## src/rtl/fetch_stage.sv

```systemverilog
// -----------------------------------------------------------------------------
// fetch_stage
//
// Instruction-fetch stage and IF/ID pipeline register of the 5-stage MIPS core.
// Holds the PC, requests instruction words from instruction memory and hands
// the fetched instruction together with its PC+4 to decode.
//
//   * bubble   (hazard unit) freezes the PC and IF/ID. A word that arrives
//              while frozen is parked in a one-entry skid buffer (HELD state).
//   * redirect (EX stage) flushes IF/ID, drops any parked word and reloads
//              the PC from redirect_pc.
//
// Priority per cycle: reset > redirect > bubble > normal fetch.
//
// Optional feature macro: FETCH_STALL_CNT_EN
//   When defined, the stall_count port and its saturating bubble-cycle
//   counter are present. When undefined, both are absent.
//
// Parameters
//   RESET_PC     PC value loaded on reset
//
// Ports
//   clk          in   1   rising-edge clock
//   rst_n        in   1   synchronous active-low reset
//   bubble       in   1   hazard stall: hold PC and IF/ID
//   redirect     in   1   taken branch/jump: flush IF/ID and reload PC
//   redirect_pc  in  32   new PC, valid while redirect=1
//   imem_req     out  1   fetch request (state==FETCH and not in reset)
//   imem_addr    out 32   fetch address (= PC)
//   imem_ready   in   1   imem_rdata valid for imem_addr this cycle
//   imem_rdata   in  32   instruction word
//   id_instr     out 32   IF/ID instruction (0 = NOP when invalid)
//   id_pc4       out 32   IF/ID PC+4 of id_instr
//   id_valid     out  1   IF/ID holds a real instruction
//   stall_count  out 32   bubble-cycle counter (FETCH_STALL_CNT_EN only)
// -----------------------------------------------------------------------------
module fetch_stage #(
  parameter logic [31:0] RESET_PC = 32'h0000_0000
) (
  input  logic        clk,
  input  logic        rst_n,
  input  logic        bubble,
  input  logic        redirect,
  input  logic [31:0] redirect_pc,
  output logic        imem_req,
  output logic [31:0] imem_addr,
  input  logic        imem_ready,
  input  logic [31:0] imem_rdata,
  output logic [31:0] id_instr,
  output logic [31:0] id_pc4,
  output logic        id_valid
`ifdef FETCH_STALL_CNT_EN
  ,
  output logic [31:0] stall_count
`endif
);

  typedef enum logic [0:0] {
    ST_FETCH = 1'b0,
    ST_HELD  = 1'b1
  } state_t;

  // PC advance; 32-bit modulo, low two bits carried through untouched.
  function automatic logic [31:0] pc_inc(input logic [31:0] pc_in);
    pc_inc = pc_in + 32'd4;
  endfunction

  state_t      state_r;
  state_t      state_s;
  logic [31:0] pc_r;
  logic [31:0] pc_s;
  logic [31:0] hold_instr_r;
  logic [31:0] hold_instr_s;
  logic [31:0] id_instr_s;
  logic [31:0] id_pc4_s;
  logic        id_valid_s;
  logic [31:0] pc_plus4_s;

  assign pc_plus4_s = pc_inc(pc_r);

  // Memory-side outputs depend only on registers and rst_n, so the request
  // drops combinationally as soon as reset is asserted.
  assign imem_req  = (state_r == ST_FETCH) && rst_n;
  assign imem_addr = pc_r;

  // Next-state and next-register values; everything holds unless changed.
  always_comb begin
    state_s      = state_r;
    pc_s         = pc_r;
    hold_instr_s = hold_instr_r;
    id_instr_s   = id_instr;
    id_pc4_s     = id_pc4;
    id_valid_s   = id_valid;

    if (redirect) begin
      // Flush: any word returning this cycle belongs to the wrong path and
      // the skid buffer is dropped as well.
      pc_s         = redirect_pc;
      hold_instr_s = 32'h0000_0000;
      id_instr_s   = 32'h0000_0000;
      id_pc4_s     = 32'h0000_0000;
      id_valid_s   = 1'b0;
      state_s      = ST_FETCH;
    end else begin
      case (state_r)
        ST_FETCH: begin
          if (bubble) begin
            // Decode is frozen; park a completing word so it is neither
            // lost nor re-fetched.
            if (imem_ready) begin
              hold_instr_s = imem_rdata;
              state_s      = ST_HELD;
            end else begin
              state_s      = ST_FETCH;
            end
          end else begin
            if (imem_ready) begin
              id_instr_s = imem_rdata;
              id_pc4_s   = pc_plus4_s;
              id_valid_s = 1'b1;
              pc_s       = pc_plus4_s;
            end else begin
              // Memory not ready: feed decode a NOP, retry the same PC.
              id_instr_s = 32'h0000_0000;
              id_pc4_s   = 32'h0000_0000;
              id_valid_s = 1'b0;
            end
          end
        end
        ST_HELD: begin
          if (bubble) begin
            state_s = ST_HELD;
          end else begin
            // Release the parked word; the next request goes out one cycle
            // later, from FETCH.
            id_instr_s = hold_instr_r;
            id_pc4_s   = pc_plus4_s;
            id_valid_s = 1'b1;
            pc_s       = pc_plus4_s;
            state_s    = ST_FETCH;
          end
        end
        default: begin
          state_s    = ST_FETCH;
          id_instr_s = 32'h0000_0000;
          id_pc4_s   = 32'h0000_0000;
          id_valid_s = 1'b0;
        end
      endcase
    end
  end

  // State, PC, skid buffer and IF/ID registers with synchronous reset.
  always_ff @(posedge clk) begin
    if (!rst_n) begin
      state_r      <= ST_FETCH;
      pc_r         <= RESET_PC;
      hold_instr_r <= 32'h0000_0000;
      id_instr     <= 32'h0000_0000;
      id_pc4       <= 32'h0000_0000;
      id_valid     <= 1'b0;
    end else begin
      state_r      <= state_s;
      pc_r         <= pc_s;
      hold_instr_r <= hold_instr_s;
      id_instr     <= id_instr_s;
      id_pc4       <= id_pc4_s;
      id_valid     <= id_valid_s;
    end
  end

`ifdef FETCH_STALL_CNT_EN
  logic [31:0] stall_cnt_r;

  // Saturating count of bubble edges; redirect edges are not stalls.
  always_ff @(posedge clk) begin
    if (!rst_n) begin
      stall_cnt_r <= 32'h0000_0000;
    end else if (bubble && !redirect && (stall_cnt_r != 32'hFFFF_FFFF)) begin
      stall_cnt_r <= stall_cnt_r + 32'd1;
    end else begin
      stall_cnt_r <= stall_cnt_r;
    end
  end

  assign stall_count = stall_cnt_r;
`endif

endmodule

```

## config.mk

```make
export PLATFORM = sky130hd
export DESIGN_NAME = fetch_stage
export DESIGN_NICKNAME = d
export VERILOG_FILES = /design/src/rtl/fetch_stage.sv
export SDC_FILE = /design/constraint.sdc
export NUM_CORES = 1
export LEC_CHECK = 0
export ABC_CLOCK_PERIOD_IN_PS = 1600
export CAP_MARGIN = 5
export CORE_MARGIN = 10
export CORE_UTILIZATION = 43
export CTS_CLUSTER_DIAMETER = 50
export CTS_CLUSTER_SIZE = 20
export DETAILED_ROUTE_END_ITERATION = 8
export HOLD_SLACK_MARGIN = 0.12
export PLACE_DENSITY = 0.76
export SYNTH_ARGS = -nofsm -noshare
export SYNTH_HDL_FRONTEND = slang
export SYNTH_SLANG_ARGS = --single-unit
```

## constraint.sdc

```tcl
create_clock -name clk -period 1.6 [get_ports clk]
set_input_delay 0.16 -clock clk [delete_from_list [all_inputs] [get_ports clk]]
set_output_delay 0.16 -clock clk [all_outputs]
set_load 0.01 [all_outputs]
```

==> results.py <==
# Flow results
metrics = {
    "clocking": {
        "hold_buffers": 0,
        "clk_latency_ns": 0.42,
        "cts_root_buf": "clkbuf_16",
        "cts_tree": "built",
        "numCtsBuffers": 17,
        "htree_levels": 4,
    },
    "synth": {
        "synth.area.mux_share_pct": 0.688,
        "xor_share_pct": 6.78,
        "async_flop_share_pct": 0,
        "top_cell_area_share_pct": 44.7,
        "ys_cells": 725,
        "synth_cell_type_count": 46,
        "ys_sh_simple_pct": 25.3,
        "logic_family": "simple AND/OR/NAND/NOR gates",
        "synth.most_common_cell": "nand2_1",
        "synth-edff-count": 0,
        "yosysTopAreaCell": "dfxtp_1",
        "ys_sh_adder_pct": 0.215,
        "ys_top_cells_by_area": "dfxtp_1 45%, a21oi_1 9.8%, nand2_1 9.5%, nand3b_1 4.3%, o21ai_0 4.0%",
        "ys_sh_aoi_pct": 16.9,
        "syn_area_per_cell_um2": 8.02,
        "ys_seq_elements": 130,
        "top_cells_by_count": "147 x nand2_1, 130 x dfxtp_1, 114 x a21oi_1",
        "syn_inst": 725,
    },
    "outcome": {
        "violations": "setup timing",
        "status": "finished, violations left",
    },
    "layout": {
        "layout_top_cell": "nand2_1",
        "final_layout_size_suffix_gt1_share_pct": 20.2,
        "comb_area_share_pct": 34.6,
        "clkCellAreaFrac_pct": 6.48,
        "nonClkBufAreaFrac_pct": 27.2,
        "fill_cells": 1121,
        "syn_to_final_growth_pct": 55.9,
        "nClkBuffers": 19,
        "nets": 1022,
        "num_antenna_cells": 1,
        "lay_top_cells": "143 x nand2_1, 137 x clkdlybuf4s50_1, 114 x a21oi_1, 111 x dfxtp_1, 85 x buf_4",
    },
    "place": {
        "hpwlAfterDp_mm": 13.6,
        "place.gp.congestion": 0.876,
        "place_ws_ns": -0.0794,
    },
    "timing": {
        "finalSetupTns_ns": -0.0508,
        "fin_worst_skew_ns": 0.00753,
        "period_used_pct": 102,
        "tightest_slew_ns": 0.376,
        "max-slew-margin-rel_pct": 74.7,
        "maxSlewViolCount": 0,
        "fmax_mhz": 611,
        "finalSetupViolations": 3,
        "worst_slack_ns": -0.0354,
        "rsz0062_at_grt": "true",
    },
    "power_and_ir_drop": {
        "power_switching_w": 0.00206,
        "power_leader": "the clock network",
        "pwr-share-clk_pct": 46.0,
        "power_density_nw_per_um2": 917,
        "power_w": 0.00832,
        "internal_power_w": 0.00626,
        "p_leak_nw": 3.43,
        "clock_power_w": 0.00382,
        "pwr-share-comb_pct": 12.9,
    },
    "die": {
        "taps": 176,
        "ios": 167,
        "die_area_um2": 18600,
        "fp_util_pct": 43.9,
    },
    "setup_path": {
        "slowest_delay_ns": 0.37,
        "path_max_fanout": 5,
        "end_kind": "register",
        "path_cells": "ha_4, and3_4, nand4_4, buf_6, nor4_4, xnor2_1, o21ai_1",
        "critPathLaunchType": "register",
        "regToRegSetupSlack_ns": -0.04,
        "worstPathRequired_ns": 1.91,
        "setup.worst_path.class": "register to register",
    },
    "hold_path": {
        "hp-class": "primary input to register",
    },
    "grt": {
        "antenna_found_initial": 1,
        "grt_pass1_wl_mm": 30.5,
    },
    "route": {
        "routed_via_density": 5.28,
        "drtIter0Drc": 414,
    },
    "run": {
        "warnings": 29,
    },
}
-- registers in the layout, indices dropped and copies added (netlist names) --
name	flops
state_r	1
id_instr	32
imem_addr	32
hold_instr_r	32
id_pc4	32
id_valid	1
-- what timing repair did --
item	CTS	global route
buffers inserted	2	3
endpoints found under the setup margin	48	32
gates resized	47	45
gates cloned	1	0
pin swaps	5	23
endpoints found under the hold margin	0	0
-- cell families (layout without fill, tap and decap cells) --
kind of cell,after synthesis,count (layout)
other,0,1
flip-flops,130,130
buffers and inverters,60,299
AND-OR/OR-AND,185,185
AND/OR/NAND/NOR,300,301
adder cells (fa/ha/maj),1,1
multiplexers,4,4
XOR/XNOR,45,45
-- worst max-delay path, delay by kind of cell, from the launching register on --
kind | cells | cell delay, ns
XOR/XNOR | 1 | 0.15
flip-flops | 1 | 0.37
AND/OR/NAND/NOR | 3 | 0.57
buffers and inverters | 1 | 0.21
AND-OR/OR-AND | 1 | 0.08
adder cells (fa/ha/maj) | 1 | 0.13
-- per-stage QoR --
stage | hold slack [ns] | cell area [um2] | std cells | utilization [%]
after global routing | 0.283 | 9070 | 1142 | 68.5
after CTS | 0.237 | 8890 | 1139 | 67.1
after global placement | 0.429 | 8240 | 1104 | 62.2
final | 0.253 | 9070 | 1142 | 68.5
after detailed placement | 0.434 | 8240 | 1104 | 62.2
after floorplan | 0.296 | 5860 | 725 | -
-- path summary, 6_finish.rpt --
| check | to | cells past startpoint |
|---|---|---|
| worst min register to register | id_valid | 2 |
| worst max register to register | imem_addr[26] | 7 |
| worst max-delay path | imem_addr[26] | 7 |
| worst min-delay path | state_r | 5 |
-- layer usage --
metal,track usage (%),part of all wire (%),vias up
met2,32.7,47,222
met4,9.94,3.2,0
met3,5.20,6.9,43
met1,25.4,43,2824
met5,0,0,-
li1,-,-,2946
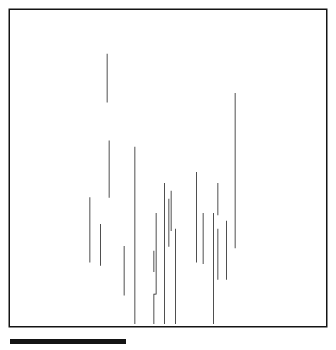
*Met4 routing*
Scale bar: 50 um.
- wire length on this layer: 619 um
- main direction: vertical
- nets with wire on the layer: 16
- longest straight run: 76.2 um

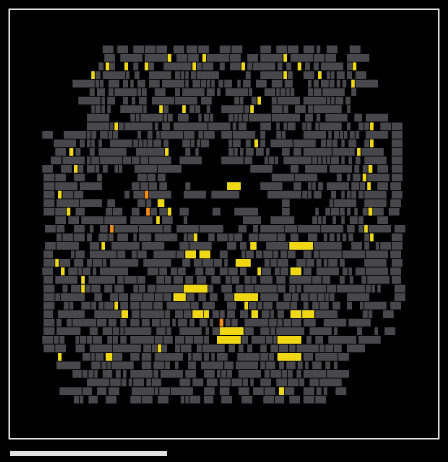
*Logic cells by family*
Scale bar: 50 um.
- NOR gates: yellow (cells 70; where spread over the die)
- inverters: orange (cells 4)

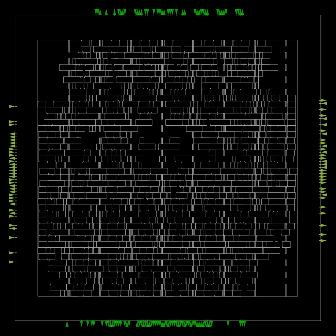
*Cell outlines without signal wires*
sequential share of cell area: 29.1%
row cnt: 42
Seq cells: 130

No activity file was given, so power comes from the tool's default toggle rates.
